met1.png
Scale bar: 20 microns.
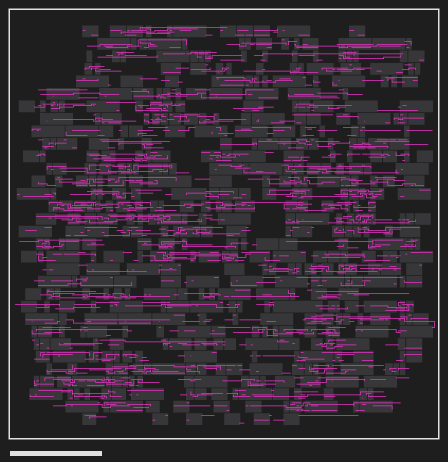
zoom.png
Scale bar: 5 microns. Window x 60 to 80, y 60 to 80 microns. Cells in grey, sequential cells in the stronger grey; small squares are vias.
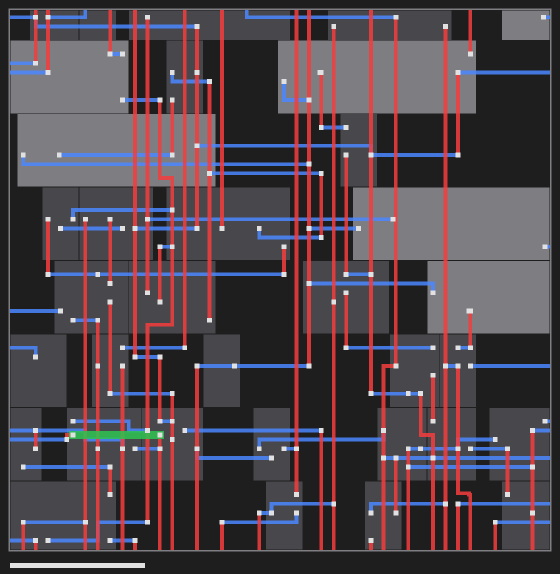
final_congestion.png
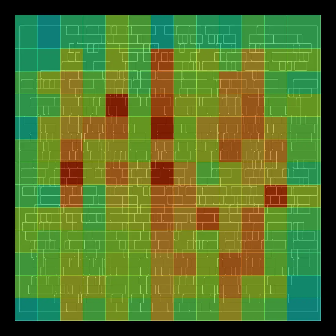
wire_density.png
19 x 19 tiles, from white (low) to dark blue (high), scaled to the fullest tile. Values are wire area over tile area, all layers added.
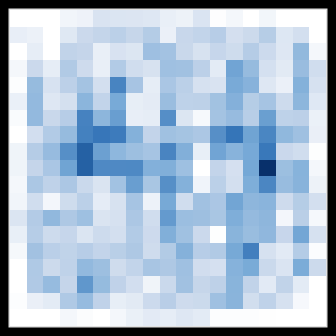
metal_stack.png
Scale bar: 20 microns. Two of the layers only.
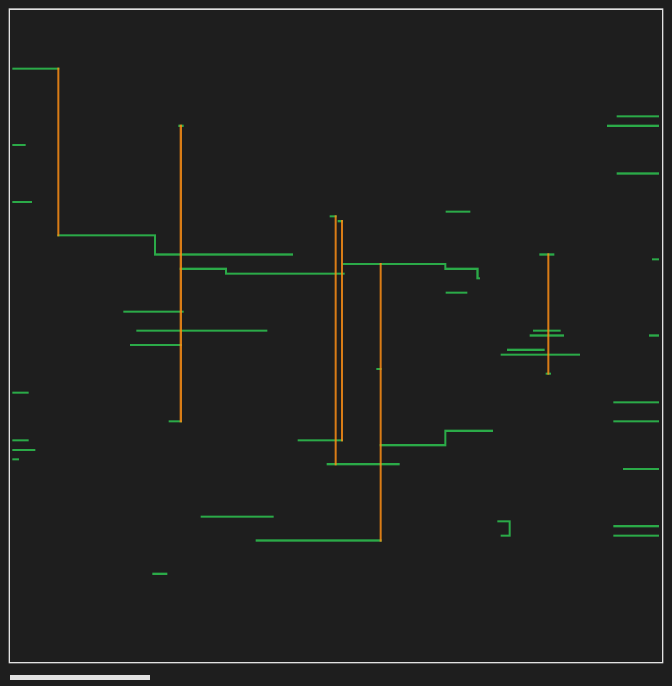
**src/rtl/audio_pkg.sv**
```systemverilog
`default_nettype none
// +--------------------------------------------------------------------------+
// | audio_pkg : shared widths, midscale constant, FSM states, stereo word.   |
// | Rev 1.0                                                                  |
// +--------------------------------------------------------------------------+
package audio_pkg;

  localparam int AUDIO_SAMPLE_WIDTH = 16;
  // Two's complement zero is midscale once converted to offset binary.
  localparam logic [AUDIO_SAMPLE_WIDTH-1:0] AUDIO_MIDSCALE = '0;
  localparam int AUDIO_STATE_W = 2;

  typedef enum logic [AUDIO_STATE_W-1:0] {
    AUD_WAIT = 2'd0,
    AUD_POP  = 2'd1,
    AUD_LOAD = 2'd2
  } aud_state_e;

  typedef struct packed {
    logic [AUDIO_SAMPLE_WIDTH-1:0] left;
    logic [AUDIO_SAMPLE_WIDTH-1:0] right;
  } audio_stereo_t;

endpackage
`default_nettype wire

```
**src/rtl/audio_sd_dac_if.sv**
```systemverilog
`default_nettype none
// +--------------------------------------------------------------------------+
// | audio_sd_dac_if : read side of the audio sample FIFO.                    |
// | Rev 1.0                                                                  |
// +--------------------------------------------------------------------------+
interface audio_sd_dac_if
  import audio_pkg::*;
#(
  parameter int SAMPLE_WIDTH = AUDIO_SAMPLE_WIDTH
);

  logic                      fifo_rd;
  logic [2*SAMPLE_WIDTH-1:0] fifo_rd_data;
  logic                      fifo_empty;

  modport master (
    output fifo_rd,
    input  fifo_rd_data,
    input  fifo_empty
  );

  modport slave (
    input  fifo_rd,
    output fifo_rd_data,
    output fifo_empty
  );

endinterface
`default_nettype wire

```
**src/rtl/audio_sd_mod.sv**
```systemverilog
`default_nettype none
// +--------------------------------------------------------------------------+
// | audio_sd_mod : one channel, offset-binary conversion plus first-order    |
// | delta-sigma accumulator; the carry bit is the registered PDM output.     |
// | Rev 1.0                                                                  |
// +--------------------------------------------------------------------------+
module audio_sd_mod #(
  parameter int SAMPLE_WIDTH = 16
) (
  input  logic                    clk,
  input  logic                    rst,
  input  logic [SAMPLE_WIDTH-1:0] smp,
  output logic                    pdm_out
);

  localparam logic [SAMPLE_WIDTH-1:0] SIGN_BIT = {1'b1, {(SAMPLE_WIDTH-1){1'b0}}};

  logic [SAMPLE_WIDTH-1:0] ob;
  logic [SAMPLE_WIDTH:0]   acc_q;
  logic [SAMPLE_WIDTH:0]   acc_d;

  // Previous carry is dropped each cycle; low bits wrap freely.
  always_comb begin
    ob    = smp ^ SIGN_BIT;
    acc_d = {1'b0, acc_q[SAMPLE_WIDTH-1:0]} + {1'b0, ob};
  end

  always_ff @(posedge clk) begin
    if (rst) begin
      acc_q <= '0;
    end else begin
      acc_q <= acc_d;
    end
  end

  assign pdm_out = acc_q[SAMPLE_WIDTH];

endmodule
`default_nettype wire

```
**src/rtl/audio_sd_dac.sv**
```systemverilog
`default_nettype none
// +--------------------------------------------------------------------------+
// | audio_sd_dac : sample-rate divider, FIFO pop FSM and two delta-sigma     |
// | channels. Option macro AUDIO_DAC_UNDERRUN_MUTE_EN mutes on underrun.     |
// | Rev 1.0                                                                  |
// +--------------------------------------------------------------------------+
module audio_sd_dac
  import audio_pkg::*;
#(
  parameter int SAMPLE_WIDTH = AUDIO_SAMPLE_WIDTH,
  parameter int SAMPLE_DIV   = 1134
) (
  input  logic           sys_clock,
  input  logic           reset_,
  audio_sd_dac_if.master fifo,
  output logic           underrun,
  output logic           audio_left,
  output logic           audio_right
);

  localparam int               DIV_W    = $clog2(SAMPLE_DIV);
  localparam logic [DIV_W-1:0] DIV_LAST = DIV_W'(SAMPLE_DIV - 1);
  localparam logic [SAMPLE_WIDTH-1:0] MIDSCALE = SAMPLE_WIDTH'(AUDIO_MIDSCALE);

  aud_state_e              state_q;
  aud_state_e              state_d;
  logic [DIV_W-1:0]        div_cnt_q;
  logic [DIV_W-1:0]        div_cnt_d;
  logic                    strobe;
  logic                    load;
  logic                    underrun_q;
  logic                    underrun_d;
  logic [SAMPLE_WIDTH-1:0] smp_l_q;
  logic [SAMPLE_WIDTH-1:0] smp_l_d;
  logic [SAMPLE_WIDTH-1:0] smp_r_q;
  logic [SAMPLE_WIDTH-1:0] smp_r_d;

  assign strobe    = (div_cnt_q == DIV_LAST);
  assign div_cnt_d = strobe ? '0 : div_cnt_q + DIV_W'(1);

  always_ff @(posedge sys_clock) begin
    if (reset_) begin
      state_q <= AUD_WAIT;
    end else begin
      state_q <= state_d;
    end
  end

  always_comb begin
    state_d = state_q;
    case (state_q)
      AUD_WAIT: if (strobe && !fifo.fifo_empty) state_d = AUD_POP;
      AUD_POP:  state_d = AUD_LOAD;
      AUD_LOAD: state_d = AUD_WAIT;
      default:  state_d = AUD_WAIT;
    endcase
  end

  always_comb begin
    fifo.fifo_rd = (state_q == AUD_POP);
    load         = (state_q == AUD_LOAD);
    underrun_d   = (state_q == AUD_WAIT) && strobe && fifo.fifo_empty;
  end

  // Read data arrives the cycle after the pop, which is the LOAD cycle.
  always_comb begin
    smp_l_d = smp_l_q;
    smp_r_d = smp_r_q;
    if (load) begin
      smp_l_d = fifo.fifo_rd_data[2*SAMPLE_WIDTH-1:SAMPLE_WIDTH];
      smp_r_d = fifo.fifo_rd_data[SAMPLE_WIDTH-1:0];
    end
`ifdef AUDIO_DAC_UNDERRUN_MUTE_EN
    else if (underrun_d) begin
      smp_l_d = MIDSCALE;
      smp_r_d = MIDSCALE;
    end
`endif
  end

  always_ff @(posedge sys_clock) begin
    if (reset_) begin
      div_cnt_q  <= '0;
      underrun_q <= 1'b0;
      smp_l_q    <= MIDSCALE;
      smp_r_q    <= MIDSCALE;
    end else begin
      div_cnt_q  <= div_cnt_d;
      underrun_q <= underrun_d;
      smp_l_q    <= smp_l_d;
      smp_r_q    <= smp_r_d;
    end
  end

  assign underrun = underrun_q;

  audio_sd_mod #(
    .SAMPLE_WIDTH(SAMPLE_WIDTH)
  ) u_mod_l (
    .clk     (sys_clock),
    .rst     (reset_),
    .smp     (smp_l_q),
    .pdm_out (audio_left)
  );

  audio_sd_mod #(
    .SAMPLE_WIDTH(SAMPLE_WIDTH)
  ) u_mod_r (
    .clk     (sys_clock),
    .rst     (reset_),
    .smp     (smp_r_q),
    .pdm_out (audio_right)
  );

endmodule
`default_nettype wire

```
**src/flat_wrapper.sv**
```systemverilog
// flat-port wrapper written by rule: the top's interface ports become plain ports
module audio_sd_dac_flat import audio_pkg::*;
#(
  parameter int SAMPLE_WIDTH = AUDIO_SAMPLE_WIDTH,
  parameter int SAMPLE_DIV   = 1134
)
  (sys_clock, reset_, underrun, audio_left, audio_right, fifo_fifo_rd, fifo_fifo_rd_data, fifo_fifo_empty);
  audio_sd_dac_if #(.SAMPLE_WIDTH(SAMPLE_WIDTH)) fifo_i ();
  input  logic sys_clock;
  input  logic reset_;
  output logic underrun;
  output logic audio_left;
  output logic audio_right;
  output wire logic [$bits(fifo_i.fifo_rd)-1:0] fifo_fifo_rd;
  input wire logic [$bits(fifo_i.fifo_rd_data)-1:0] fifo_fifo_rd_data;
  input wire logic [$bits(fifo_i.fifo_empty)-1:0] fifo_fifo_empty;
  assign fifo_fifo_rd = fifo_i.fifo_rd;
  assign fifo_i.fifo_rd_data = fifo_fifo_rd_data;
  assign fifo_i.fifo_empty = fifo_fifo_empty;
  audio_sd_dac #(.SAMPLE_WIDTH(SAMPLE_WIDTH), .SAMPLE_DIV(SAMPLE_DIV)) u_core (.sys_clock(sys_clock), .reset_(reset_), .fifo(fifo_i), .underrun(underrun), .audio_left(audio_left), .audio_right(audio_right));
endmodule
```
**config.mk**
```make
export PLATFORM = sky130hd
export DESIGN_NAME = audio_sd_dac_flat
export DESIGN_NICKNAME = d
export VERILOG_FILES = /design/src/rtl/audio_pkg.sv /design/src/rtl/audio_sd_dac_if.sv /design/src/rtl/audio_sd_mod.sv /design/src/rtl/audio_sd_dac.sv /design/src/flat_wrapper.sv
export SDC_FILE = /design/constraint.sdc
export NUM_CORES = 1
export LEC_CHECK = 0
export CAP_MARGIN = 20
export CORE_UTILIZATION = 50
export CTS_CLUSTER_SIZE = 24
export DETAILED_ROUTE_END_ITERATION = 7
export PLACE_DENSITY_LB_ADDON = 0.08
export SYNTH_ARGS = -nofsm -noshare
export SYNTH_HDL_FRONTEND = slang
export SYNTH_SLANG_ARGS = --single-unit
```
**constraint.sdc**
```tcl
create_clock -name sys_clock -period 6.13 [get_ports sys_clock]
set_input_delay 1.226 -clock sys_clock [delete_from_list [all_inputs] [get_ports sys_clock]]
set_output_delay 1.226 -clock sys_clock [all_outputs]
set_load 0.01 [all_outputs]
```
==> Changelog: implementation <==
## Implementation

* Area after DPL at 0.00458 sq mm
* Final WL at 8160 microns
* Maxcap violations at 0
* Slew Limit Fails at 0
* H-tree depth at 3
* Register share after synthesis at 38.7%
* GRT Util Overall at 20.7%
* Status: complete, no violations
* Total clock sinks at 80
* Ys cells at 489
* CP bufs+invs at 1
* Fillers at 736
* Switching pwr at 0.000200 W
* Fin Clk Skew at 17.6 ps
* Place WS at 3530 ps
* Worst R2R Path Depth at 8
* Yosys chip area at 0.00414 sq mm
* Ports at 39
* Syn. warnings at 0
* Final Hold Fails at 0
* R2R Path Start: u_core.u_mod_r.acc_q[0]
* Placer Congestion at 0.800
* Late-Pin Clk Latency at 360 ps
* First-pass GRT wire length at 14300 microns
* Worst hold path class: flop to flop
* Worst setup endpoint: fifo_fifo_rd
* Synth cell types at 54
Back to the opening pictures, met1.png:
longest straight run = 30.4 microns
share of all routed wire = 46%
main direction = horizontal
wire length on this layer = 3760 microns
nets with wire on the layer = 540

Back to the opening pictures, zoom.png:
met3 -> green
met1 -> blue
met2 -> red
sequential cells in the window = 5
most frequent = nor2_1 (6), dfxtp_1 (5)
netlist names of flops here include = u_core.u_mod_r.acc_q (4), u_core.smp_r_q (1)
cells with their middle in the window = 26

Back to the opening pictures, final_congestion.png:
GR met1 Demand/Resource: 24.1%
final core occ: 60.4%

Back to the opening pictures, wire_density.png:
tiles over half the peak = 10%
mean over tiles = 0.15
emptiest ninth of the die = north-west
fullest tile = 0.55
nearly empty tiles = 9.7%

Back to the opening pictures, metal_stack.png:
met4 -> orange  # wire length 189 microns
met3 -> green  # wire length 288 microns

[layout make-up]
cell class	count	area [sq um]	area share, %
Multi-Input combinational cell	378	2420	50.9
Sequential cell	80	1600	33.6
Timing Repair Buffer	41	398	8.35
Clock buffer	12	145	3.05
Tap cell	102	128	2.68
Clock inverter	3	42.5	0.893
Inverter	7	26.3	0.551
[through the flow]
stage	hold WS, ps	utilization (%)	instances
after floorplan	436	-	489
after global placement	448	58.0	608
after detailed placement	452	58.0	608
after CTS	463	60.4	623
after global routing	479	60.4	623
final	458	60.4	623
[layout by cell type, fill, tap and decap left out, drive strengths merged, types with 5 or more instances in the layout]
cell type / netlist / final
nor2: 51 / 51
a21o: 13 / 13
clkbuf: 17 / 12
a21oi: 48 / 48
dfxtp: 80 / 80
o21ai: 25 / 25
xor2: 15 / 15
xnor2: 12 / 12
clkdlybuf4s50: 0 / 37
o21a: 6 / 6
inv: 7 / 7
nand2: 83 / 83
nor2b: 11 / 11
nand4: 8 / 8
nand3: 5 / 5
ha: 34 / 34
nor3: 6 / 6
a211oi: 14 / 14
[worst min-delay path: stages, from the launching register on]
cell and delay [ps]:
dfxtp_1 310, nand2_1 50, a21oi_1 50
[kinds of logic after synthesis]
group           Yosys count  synth area share (%)
flops                    80                  38.7
fa+ha+maj                36                  11.2
buf+inv                  31                  2.87
simple gates            185                  20.1
mux                       3                 0.815
compound gates          127                  20.7
xor+xnor                 27                  5.71
[synthesized netlist by cell type (4+ instances only)]
master and number:
buf_1 5, a21o_1 13, nor2b_1 11, and2_1 4, nand3_1 5, nor2_1 51, o22ai_1 4, nand2b_1 4
a21oi_1 46, ha_1 34, xnor2_1 12, inv_1 7, xor2_1 15, dfxtp_1 80, o21a_1 6, o21ai_1 6
o21ai_0 18, clkbuf_1 17, nand2_1 83, a211oi_1 12, nor3_1 6, nand4_1 7
[power groups by stage]
| stage | sequential [W] | clock (W) | combinational (W) |
|---|---|---|---|
| 2_1_floorplan | 0.000537 | 0 | 0.0000151 |
| 3_3_place_gp | 0.000537 | 0 | 0.0000409 |
| 3_5_place_dp | 0.000537 | 0 | 0.0000413 |
| 4_1_cts | 0.000525 | 0.000390 | 0.0000415 |
| 5_1_grt | 0.000525 | 0.000412 | 0.0000449 |
| 6_report | 0.000525 | 0.000378 | 0.0000408 |
[registers in the layout, indices dropped and copies added, names as in the netlist]
register and cells:
u_core.u_mod_r.acc_q 17, u_core.div_cnt_q 11, u_core.state_q 2, u_core.underrun 1
u_core.u_mod_l.acc_q 17, u_core.smp_l_q 16, u_core.smp_r_q 16
[metal layers]
| metal | track usage, % | vias to the layer above | share of wire (%) |
|---|---|---|---|
| met1 | 24.1 | 1527 | 46 |
| met4 | 9.10 | 0 | 2.3 |
| li1 | - | 1759 | - |
| met5 | 0 | - | 0 |
| met2 | 36.2 | 60 | 48 |
| met3 | 4.72 | 16 | 3.5 |
Power is estimated from default activity; no workload was simulated.
